### config.mk
export PLATFORM = sky130hd
export DESIGN_NAME = alu_result_stage
export DESIGN_NICKNAME = d
export VERILOG_FILES = /design/src/rtl/alu_result_stage.sv
export SDC_FILE = /design/constraint.sdc
export NUM_CORES = 1
export LEC_CHECK = 0
export CAP_MARGIN = 20
export CORE_MARGIN = 4
export CORE_UTILIZATION = 52
export CTS_CLUSTER_SIZE = 14
export DETAILED_ROUTE_END_ITERATION = 16
export PLACE_DENSITY = 0.91
export SKIP_CTS_REPAIR_TIMING = 1
export SYNTH_ARGS = -nofsm -noshare
export SYNTH_HDL_FRONTEND = slang
export SYNTH_SLANG_ARGS = --single-unit
### constraint.sdc
create_clock -name clk -period 4.4 [get_ports clk]
set_input_delay 0.66 -clock clk [delete_from_list [all_inputs] [get_ports clk]]
set_output_delay 0.66 -clock clk [all_outputs]
set_load 0.03 [all_outputs]
### src/rtl/alu_result_stage.sv
// alu_result_stage
//   Registered output stage behind the ALU. Each accepted ALU result, its
//   NZCV flags and the opcode that produced it are held in a 2-entry skid
//   buffer. Both sides use valid/ready handshakes. The stage also keeps a
//   sticky OR of all accepted flags and a saturating count of accepted
//   operations. It returns a registered carry bit to the ALU carry-in, so a
//   multi-word add can be split across consecutive operations.
//
// Ports
//   clk, rst_n            clock (rising edge), async active-low reset
//   in_valid/in_ready     upstream handshake
//   in_result/flags/op    ALU result, flags {n,z,c,v}, opcode (0 = add)
//   out_valid/out_ready   downstream handshake
//   out_result/flags/op   head entry of the buffer
//   chain_en, carry_fb    carry feedback enable and registered carry out
//   sticky_clr            clear for sticky_flags
//   sticky_flags          OR of flags accepted since the last clear
//   op_count              saturating count of accepted entries
module alu_result_stage #(
    parameter int WIDTH   = 3,
    parameter int COUNT_W = 8
) (
    input  logic               clk,
    input  logic               rst_n,
    input  logic               in_valid,
    output logic               in_ready,
    input  logic [WIDTH-1:0]   in_result,
    input  logic [3:0]         in_flags,
    input  logic [2:0]         in_op,
    output logic               out_valid,
    input  logic               out_ready,
    output logic [WIDTH-1:0]   out_result,
    output logic [3:0]         out_flags,
    output logic [2:0]         out_op,
    input  logic               chain_en,
    output logic               carry_fb,
    input  logic               sticky_clr,
    output logic [3:0]         sticky_flags,
    output logic [COUNT_W-1:0] op_count
);

    // Entry layout: {result, flags, op}
    localparam int ENT_W = WIDTH + 7;

    // The head entry is held in _p0 and the second entry in _p1.
    // vld_p1 is set only while vld_p0 is set.
    logic             vld_p0, vld_p1;
    logic [ENT_W-1:0] ent_p0, ent_p1;
    logic [ENT_W-1:0] in_ent;
    logic             accept, pop;

    function automatic logic [COUNT_W-1:0] sat_inc(input logic [COUNT_W-1:0] v);
        return (&v) ? v : v + COUNT_W'(1);
    endfunction

    assign in_ent    = {in_result, in_flags, in_op};
    // Ready depends only on registered occupancy. It never depends on out_ready.
    assign in_ready  = ~vld_p1;
    assign out_valid = vld_p0;
    assign accept    = in_valid & in_ready;
    assign pop       = vld_p0 & out_ready;
    assign {out_result, out_flags, out_op} = ent_p0;

    // ---- buffer stage: occupancy and entry storage ----
    always_ff @(posedge clk or negedge rst_n) begin
        if (!rst_n) begin
            vld_p0 <= 1'b0;
            vld_p1 <= 1'b0;
            ent_p0 <= '0;
            ent_p1 <= '0;
        end else begin
            case ({vld_p1, vld_p0})
                2'b00: begin
                    if (accept) begin
                        ent_p0 <= in_ent;
                        vld_p0 <= 1'b1;
                    end
                end
                2'b01: begin
                    if (accept && pop) begin
                        ent_p0 <= in_ent;
                    end else if (pop) begin
                        vld_p0 <= 1'b0;
                    end else if (accept) begin
                        ent_p1 <= in_ent;
                        vld_p1 <= 1'b1;
                    end
                end
                2'b11: begin
                    // No accept is possible while the buffer is full.
                    if (pop) begin
                        ent_p0 <= ent_p1;
                        vld_p1 <= 1'b0;
                    end
                end
                default: begin
                    // Unreachable encoding. Recover by emptying the buffer.
                    vld_p0 <= 1'b0;
                    vld_p1 <= 1'b0;
                end
            endcase
        end
    end

    // ---- side-state stage: carry feedback, sticky flags, op counter ----
    always_ff @(posedge clk or negedge rst_n) begin
        if (!rst_n) begin
            carry_fb     <= 1'b0;
            sticky_flags <= 4'b0;
            op_count     <= '0;
        end else begin
            // Only accepted add operations update the carry. Other opcodes hold it.
            if (!chain_en) begin
                carry_fb <= 1'b0;
            end else if (accept && (in_op == 3'd0)) begin
                carry_fb <= in_flags[1];
            end

            // If a clear and an accept happen in the same cycle, the new flags are kept.
            sticky_flags <= (sticky_clr ? 4'b0 : sticky_flags) | (accept ? in_flags : 4'b0);

            if (accept) begin
                op_count <= sat_inc(op_count);
            end
        end
    end

endmodule
### Pin placement

(4 px per um) Pins as bars across the die edge, other pins in gray.
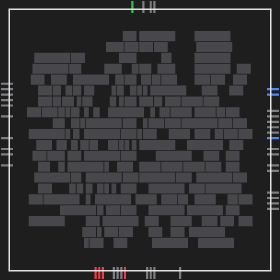
Key: `sticky_flags` = red [pins 4, direction output, edge bottom]; `out_ready` = green [pins 1, direction input, edge top]; `out_op` = blue [pins 3, direction output, edge right]
Die Y-Extent: 65.0 um
Die W: 65.0 um
I/O Buffers: 40

### Sequential cells colored by netlist name

(4 px per um) Other sequential cells in the stronger gray, the rest of the logic in the fainter gray.
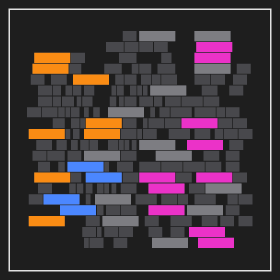
Key: `op_count` = orange [sequential cells 8]; `ent_p0` = magenta [sequential cells 10]; `sticky_flags` = blue [sequential cells 4]
Another 13 sequential cells are not colored.
Storage cell area: 876 um^2
Seq. pwr: 580 uW

### Metal layers overlaid

(6 px per um)
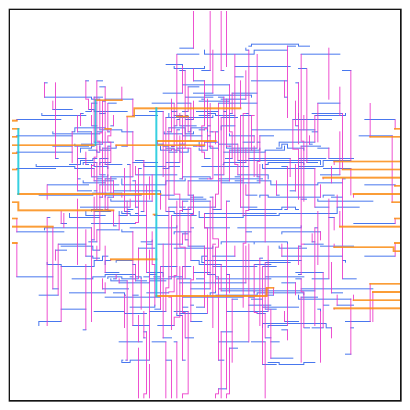
Key: met2 = magenta [wire length 1,790 um]; met1 = blue [wire length 1,460 um]; met3 = orange [wire length 246 um]; met4 = cyan [wire length 49.6 um]
gr usage total: 19.1%
DRT Wirelength: 3540 um
WL per Instance: 15.7 um
vias: 1,194

==> cell usage after synthesis (all sizes together) <==
master,n,share of area (%)
a2111oi,1,0.52
a21oi,2,0.59
a221o,1,0.59
a31oi,2,0.74
a41oi,1,0.52
and2,1,0.37
and3,1,0.37
and4,1,0.52
buf,2,0.96
clkbuf,1,0.22
dfrtp,35,52
ha,5,3.7
inv,8,1.8
mux2,33,24
mux2i,1,0.59
nand2,8,1.8
nand2b,4,1.5
nand3,7,2.4
nand4,1,0.37
nor2,5,1.1
nor2b,2,0.74
nor4,1,0.37
o2111ai,1,0.52
o21a,1,0.44
o21ai,6,1.8
xnor2,3,1.6
==> flip-flops by register name, summed over array words and instances (netlist names) <==
signal	cells
ent_p0	10
ent_p1	10
op_count	8
sticky_flags	4
carry_fb	1
out_valid	1
vld_p1	1
==> run_results.csv <==
group,metric,value,unit
clock_network,cts-root-buf,"clkbuf_4",
place,placedCellCount,217,
power_and_ir_drop,p_int,957,uW
worst_hold_path,hold_class,"flop to flop",
power_and_ir_drop,clockNetworkPower,174,uW
final_timing,finalSetupTns,0,ns
clock_network,cts_max_level,2,
place,dp_slack,1.74,ns
run_status,outcome,"finished, final reports clean",
route,vias_per_cell,5.31,
finish,seq_share,39.8,%
critical_path,endpoint,"in_ready",
synthesis,syn_area,1690,um^2
finish,buffers,42,
finish,area_growth,30.1,%
finish,clk_share,2.62,%
route,ant_nets,0,
synthesis,seq_area_frac_synth,51.8,%
critical_path,critPathBufInv,2,
final_timing,final.min_clock_period,2.30,ns
critical_path,rrSetupSlack,2.24,ns
finish,design_area,2200,um^2
power_and_ir_drop,top_power_group,"combinational cells",
power_and_ir_drop,p_total,1620,uW
synthesis,xor_share,1.55,%
final_timing,drv_slew,0,
power_and_ir_drop,comb_power_share,53.4,%
route,first_pass_iters,4,
critical_path,worst-setup-path-type,"flop to output port",
place,dp_hpwl,2660,um
synthesis,synthTopLogicFamily,"multiplexers",
final_timing,timing.hold.ws,0.498,ns
finish,final_cell_mix,"clkdlybuf4s50_1 (40), dfrtp_1 (35), mux2_1 (13), mux2_2 (10), mux2_4 (10)",
synthesis,yosys-stat-cells,134,
synthesis,synth_nets,155,
die,core,3080,um^2
final_timing,maxSlewHeadroom,58.3,%
finish,final_net_count,201,
clock_network,cts.clk_slew.worst_paths,0.11,ns
critical_path,slowest_delay,0.70,ns
die,die-area,4230,um^2
final_timing,hold_viol_final,0,
synthesis,ys_sh_simple,9.47,%
global_routing,grt_busiest_layer,"met2",
critical_path,critPathRequiredTime,3.74,ns
finish,utilization,71.4,%
power_and_ir_drop,power_density,737,nW/um^2
global_routing,grt_pass1_wl,6130,um
final_timing,setup_violations,0,
synthesis,ys_area,1690,um^2
clock_network,cts_tree,"done",
critical_path,critPathCaptureType,"output port",
critical_path,worst-path-max-fanout,5,
worst_hold_path,whs_endpoint,"ent_p1[3]",
job,drv_cap,0,
finish,nFillCells,232,
global_routing,gr-usage-met3,7.45,%
finish,multiInputGateArea,764,um^2
final_timing,fin_crit_sh,52.3,%
global_routing,grt_pass1_vias,1317,
die,io_pins,41,
finish,inverters,8,
route,drt_iter0_drc,59,
final_timing,skew,0.0141,ns
critical_path,cp_cell_sequence,"inv_1, clkdlybuf4s50_1",
place,gp_congestion,0.942,
synthesis,synth.avg_cell_area,12.6,um^2
global_routing,antenna_found_initial,0,
finish,logic_gates,88,
place,postPlaceCellArea,2140,um^2
Power figures rest on the tool's default switching activity, not on a simulated workload.
